pdn.png
(1.5 px per um) Pins as bars on the die edge. Tap cells in gray.
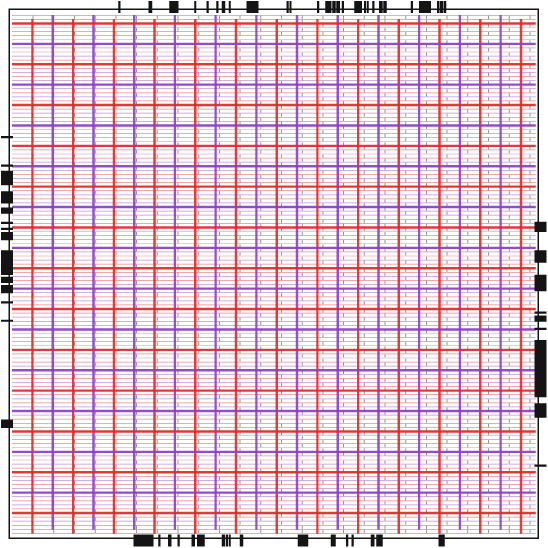
cell_classes.png
(1.5 px per um) Fill, decap, tap and diode cells in gray.
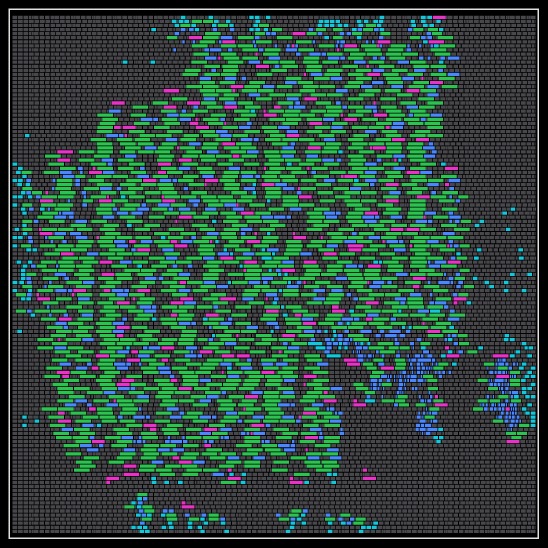
clock_map.png
(1 px per um)
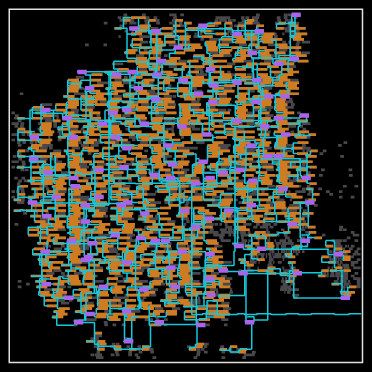
final_congestion.png
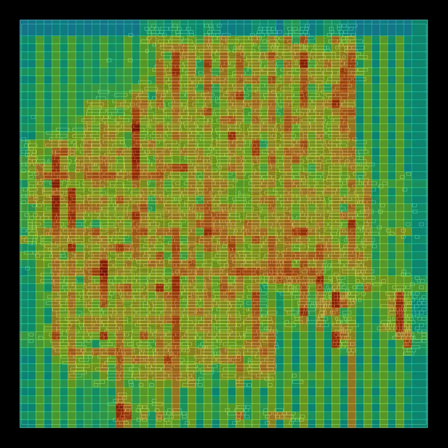
### src/rtl/sfp_tx_arbiter.sv
// Two-source arbiter for the 64-bit SFP TX word interface: buffered video (priority) plus aux.
// Optional idle-word insertion is enabled by defining SFP_IDLE_FILL_EN.
module sfp_tx_arbiter #(
  parameter int unsigned VID_FIFO_DEPTH = 16,
  parameter int unsigned MAX_VID_BURST  = 8,
  parameter logic [7:0]  NODE_INFO      = 8'h12,
  parameter int unsigned IDLE_GAP       = 64
) (
  input  logic                              sfp_clk_in,
  input  logic                              rst,
  input  logic                              vid_valid,
  input  logic [63:0]                       vid_data,
  input  logic                              aux_valid,
  input  logic [63:0]                       aux_data,
  output logic                              aux_ready,
  output logic                              tx_valid,
  output logic [63:0]                       tx_data,
  input  logic                              tx_ready,
  input  logic                              ovf_clr,
  output logic                              ovf_flag,
  output logic [15:0]                       drop_cnt,
  output logic [$clog2(VID_FIFO_DEPTH):0]   vid_level
);

  localparam int unsigned AW = $clog2(VID_FIFO_DEPTH);

  localparam logic [AW:0]   FULL_LVL = VID_FIFO_DEPTH[AW:0];
  localparam logic [AW:0]   LVL_ONE  = {{AW{1'b0}}, 1'b1};
  localparam logic [AW-1:0] PTR_ONE  = {{(AW-1){1'b0}}, 1'b1};
  localparam logic [7:0]    MAX_RUN  = MAX_VID_BURST[7:0];
  localparam logic [63:0]   IDLE_WORD = {48'h000000000000, 2'b00, 6'd0, NODE_INFO};

  localparam logic [1:0] ST_IDLE = 2'd0;
  localparam logic [1:0] ST_VID  = 2'd1;
  localparam logic [1:0] ST_AUX  = 2'd2;
  localparam logic [1:0] ST_FILL = 2'd3;

  logic [63:0]   fifo_mem [VID_FIFO_DEPTH];
  logic [AW-1:0] wr_ptr_q, rd_ptr_q;
  logic [AW:0]   level_q;
  logic          fifo_empty, fifo_full;

  logic [1:0]    state_q, state_d;
  logic [63:0]   tx_data_q, tx_data_d;
  logic [7:0]    vid_run_q;
  logic          ovf_flag_q;
  logic [15:0]   drop_cnt_q;

  logic load_en, aux_sel, vid_sel, idle_sel;
  logic aux_load, vid_load, push, drop;

  assign fifo_empty = (level_q == '0);
  assign fifo_full  = (level_q == FULL_LVL);

  // tx_valid is encoded in the state: any non-IDLE state holds a word.
  assign tx_valid = (state_q != ST_IDLE);
  assign load_en  = !tx_valid | tx_ready;

  assign aux_sel  = aux_valid & (fifo_empty | (vid_run_q >= MAX_RUN));
  assign vid_sel  = !fifo_empty & !aux_sel;
  assign aux_load = load_en & aux_sel;
  assign vid_load = load_en & vid_sel;
  assign aux_ready = aux_load;

  assign push = vid_valid & (!fifo_full | vid_load);
  assign drop = vid_valid & !push;

`ifdef SFP_IDLE_FILL_EN
  logic [15:0] idle_cnt_q;

  assign idle_sel = load_en & !aux_sel & !vid_sel & (idle_cnt_q == IDLE_GAP[15:0]);

  always_ff @(posedge sfp_clk_in) begin
    if (rst) begin
      idle_cnt_q <= 16'd0;
    end else if (aux_load | vid_load | idle_sel) begin
      idle_cnt_q <= 16'd0;
    end else if ((state_q == ST_IDLE) && !tx_valid) begin
      idle_cnt_q <= idle_cnt_q + 16'd1;
    end
  end
`else
  assign idle_sel = 1'b0;
`endif

  always_comb begin
    state_d   = state_q;
    tx_data_d = tx_data_q;
    if (load_en) begin
      if (aux_sel) begin
        state_d   = ST_AUX;
        tx_data_d = aux_data;
      end else if (vid_sel) begin
        state_d   = ST_VID;
        tx_data_d = fifo_mem[rd_ptr_q];
      end else if (idle_sel) begin
        state_d   = ST_FILL;
        tx_data_d = IDLE_WORD;
      end else begin
        state_d   = ST_IDLE;
      end
    end
  end

  always_ff @(posedge sfp_clk_in) begin
    if (push) begin
      fifo_mem[wr_ptr_q] <= vid_data;
    end
  end

  always_ff @(posedge sfp_clk_in) begin
    if (rst) begin
      wr_ptr_q <= '0;
      rd_ptr_q <= '0;
      level_q  <= '0;
    end else begin
      if (push)     wr_ptr_q <= wr_ptr_q + PTR_ONE;
      if (vid_load) rd_ptr_q <= rd_ptr_q + PTR_ONE;
      if (push && !vid_load)      level_q <= level_q + LVL_ONE;
      else if (!push && vid_load) level_q <= level_q - LVL_ONE;
    end
  end

  always_ff @(posedge sfp_clk_in) begin
    if (rst) begin
      state_q   <= ST_IDLE;
      tx_data_q <= 64'd0;
      vid_run_q <= 8'd0;
    end else begin
      state_q   <= state_d;
      tx_data_q <= tx_data_d;
      // The burst counter only runs while aux is actually waiting.
      if (aux_load) begin
        vid_run_q <= 8'd0;
      end else if (vid_load) begin
        if (!aux_valid)               vid_run_q <= 8'd0;
        else if (vid_run_q != 8'hFF)  vid_run_q <= vid_run_q + 8'd1;
      end
    end
  end

  always_ff @(posedge sfp_clk_in) begin
    if (rst || ovf_clr) begin
      ovf_flag_q <= 1'b0;
      drop_cnt_q <= 16'd0;
    end else if (drop) begin
      ovf_flag_q <= 1'b1;
      if (drop_cnt_q != 16'hFFFF) drop_cnt_q <= drop_cnt_q + 16'd1;
    end
  end

  assign tx_data   = tx_data_q;
  assign ovf_flag  = ovf_flag_q;
  assign drop_cnt  = drop_cnt_q;
  assign vid_level = level_q;

endmodule

### config.mk
export PLATFORM = sky130hd
export DESIGN_NAME = sfp_tx_arbiter
export DESIGN_NICKNAME = d
export VERILOG_FILES = /design/src/rtl/sfp_tx_arbiter.sv
export SDC_FILE = /design/constraint.sdc
export NUM_CORES = 1
export LEC_CHECK = 0
export CORE_MARGIN = 1
export CORE_UTILIZATION = 35
export CTS_CLUSTER_SIZE = 30
export DETAILED_ROUTE_END_ITERATION = 10
export SLEW_MARGIN = 15
export SYNTH_ARGS = -nofsm -noshare
export SYNTH_HDL_FRONTEND = slang
export SYNTH_SLANG_ARGS = --single-unit
### constraint.sdc
create_clock -name sfp_clk_in -period 11.46 [get_ports sfp_clk_in]
set_input_delay 1.146 -clock sfp_clk_in [delete_from_list [all_inputs] [get_ports sfp_clk_in]]
set_output_delay 1.146 -clock sfp_clk_in [all_outputs]
set_load 0.05 [all_outputs]
==> reports/metrics.yaml <==
worst_setup_path:
  startpoint: "tx_ready"
  crit_end: "aux_ready"
  critPathRequiredTime_ns: 10.31
  arrival_ns: 3.24
  cpPeakStageDelay_ns: 0.87
  r2r_end: "tx_data[41]$_SDFFE_PP0P_"
  crit_path_top_delay_cell: "clkdlybuf4s50_1"
  worstSetupPathType: "input port to output pin"
  cp-start-kind: "input port"
  reg2reg_depth: 6
  r2r_setup_slack_ns: 7.30
  crit_chain: "clkdlybuf4s50_1 > o21bai_1 > nand3_1 > inv_1 > clkdlybuf4s50_1"
  crit_family: "buffers and inverters"
placement:
  placement.io_buffers: 221
  gp_congestion: 0.724
logic_synthesis:
  synth_flops: 1132
  simple_gate_share_pct: 1.54
  synthXorXnorAreaFrac_pct: 0.409
  syn_area_sq_um: 42800
  yosysCellCount: 1966
  ys_seq_share_pct: 76.9
  top_area_share_pct: 71.9
  mux_share_pct: 16.5
  ys_top_logic_family: "multiplexers"
  ys_chip_area_sq_um: 42800
  synth.most_common_cell: "edfxtp_1"
  fa_ha_area_share_pct: 0.398
layout:
  final_area_sq_um: 51000
  area_growth_pct: 19.1
  diodes: 2
  buffer_area_share_pct: 5.13
  comb_area_sq_um: 9510
  comb_area_share_pct: 18.7
  seq_area_share_pct: 64.6
  largest_cell_class: "flip-flops and latches"
  n_all_inverters: 9
  layout.nets: 2386
  drive_gt1_share_pct: 21.6
  fin_cells: 3955
  layout_top_cell: "edfxtp_1"
power:
  combPwrFrac_pct: 22.0
  seqPwrFrac_pct: 43.9
  p_leak_nw: 15.7
  pg_seq_mw: 4.87
  swShare_pct: 28.1
  power_leader: "registers"
  power.density_nw_per_um2: 217
  combinationalPower_mw: 2.44
  p_int_mw: 7.97
drt:
  wire_per_inst_um: 24.8
  met3WireLength_um: 6460
  dr_total_vias: 20600
  drt-vias-per-instance: 5.21
  drc_errors: 0
clock_tree:
  cts_resized: 0
  holdBufCountCts: 0
  cts_buffers: 117
  cts_buffer_depth: 3
  clk_pin_slew_ns: 0.06
  post_cts_buffers: 0
hold_path:
  hp-class: "flip-flop to flip-flop"
  hp-start: "ovf_flag$_SDFFE_PP0P_"
  min_to: "ovf_flag$_SDFFE_PP0P_"
grt:
  grt_util_met2_pct: 25.8
  antenna_found_initial: 11
  grt_max_degree: 164
  grt_pass1_vias: 21500
  grt_util_all_layers_pct: 15.9
sta:
  fmax_mhz: 228
  fin_ws_ns: 7.08
  tns_ns: 0
  min_period_ns: 4.38
  finalHoldViolations: 0
  slew_headroom_pct: 22.2
flow_run:
  tool_warnings: 38
run_status:
  status: "complete, no violations"
die:
  ios: 222
  tap_cells: 1612
Notes on pdn.png above:
| color | net |
|---|---|
| red | VSS |
| purple | VDD |
met5 straps: 25
met1 rails: 128
DIE WIDTH: 352 um
VDD IR-drop max: 0.183 mV
die span in y: 352 um

Notes on cell_classes.png above:
| color | class | cells |
|---|---|---|
| blue | all other logic | 725 |
| magenta | clock drivers and dummy loads | 221 |
| green | flip-flops | 1132 |
| cyan | other buffers and delay cells | 263 |
row count: 127
final core occ: 42.3%
Core Box Area: 121000 sq um

Notes on clock_map.png above:
[orange] flip-flops | count: 1132
[purple] cells driving clock nets | count: 117
[cyan] clock wires | length: 13200 um
routed clock nets: 118
flops lie: spread over the die
Clock Power Share: 34.0%
Clk power: 3.77 mW

Notes on final_congestion.png above:
busiest grt layer: met2
met1 Use GR: 21.5%

sequential cells by signal, summed over array words and instances, names as in the netlist, named ones only:
| signal | cells |
|---|---|
| wr_ptr_q | 4 |
| drop_cnt | 16 |
| vid_level | 5 |
| ovf_flag | 1 |
| rd_ptr_q | 4 |
| tx_data | 64 |
| state_q | 2 |
| vid_run_q | 8 |
| fifo_mem | 1024 |
worst register-to-register path, cell delays in order, from the launching register on:
cell,delay [ns]
dfxtp_4,0.76
buf_4,0.82
buf_4,0.91
mux4_2,0.62
mux2i_1,0.48
o22ai_1,0.18
a221o_1,0.28
Power figures rest on the tool's default switching activity, not on a simulated workload.
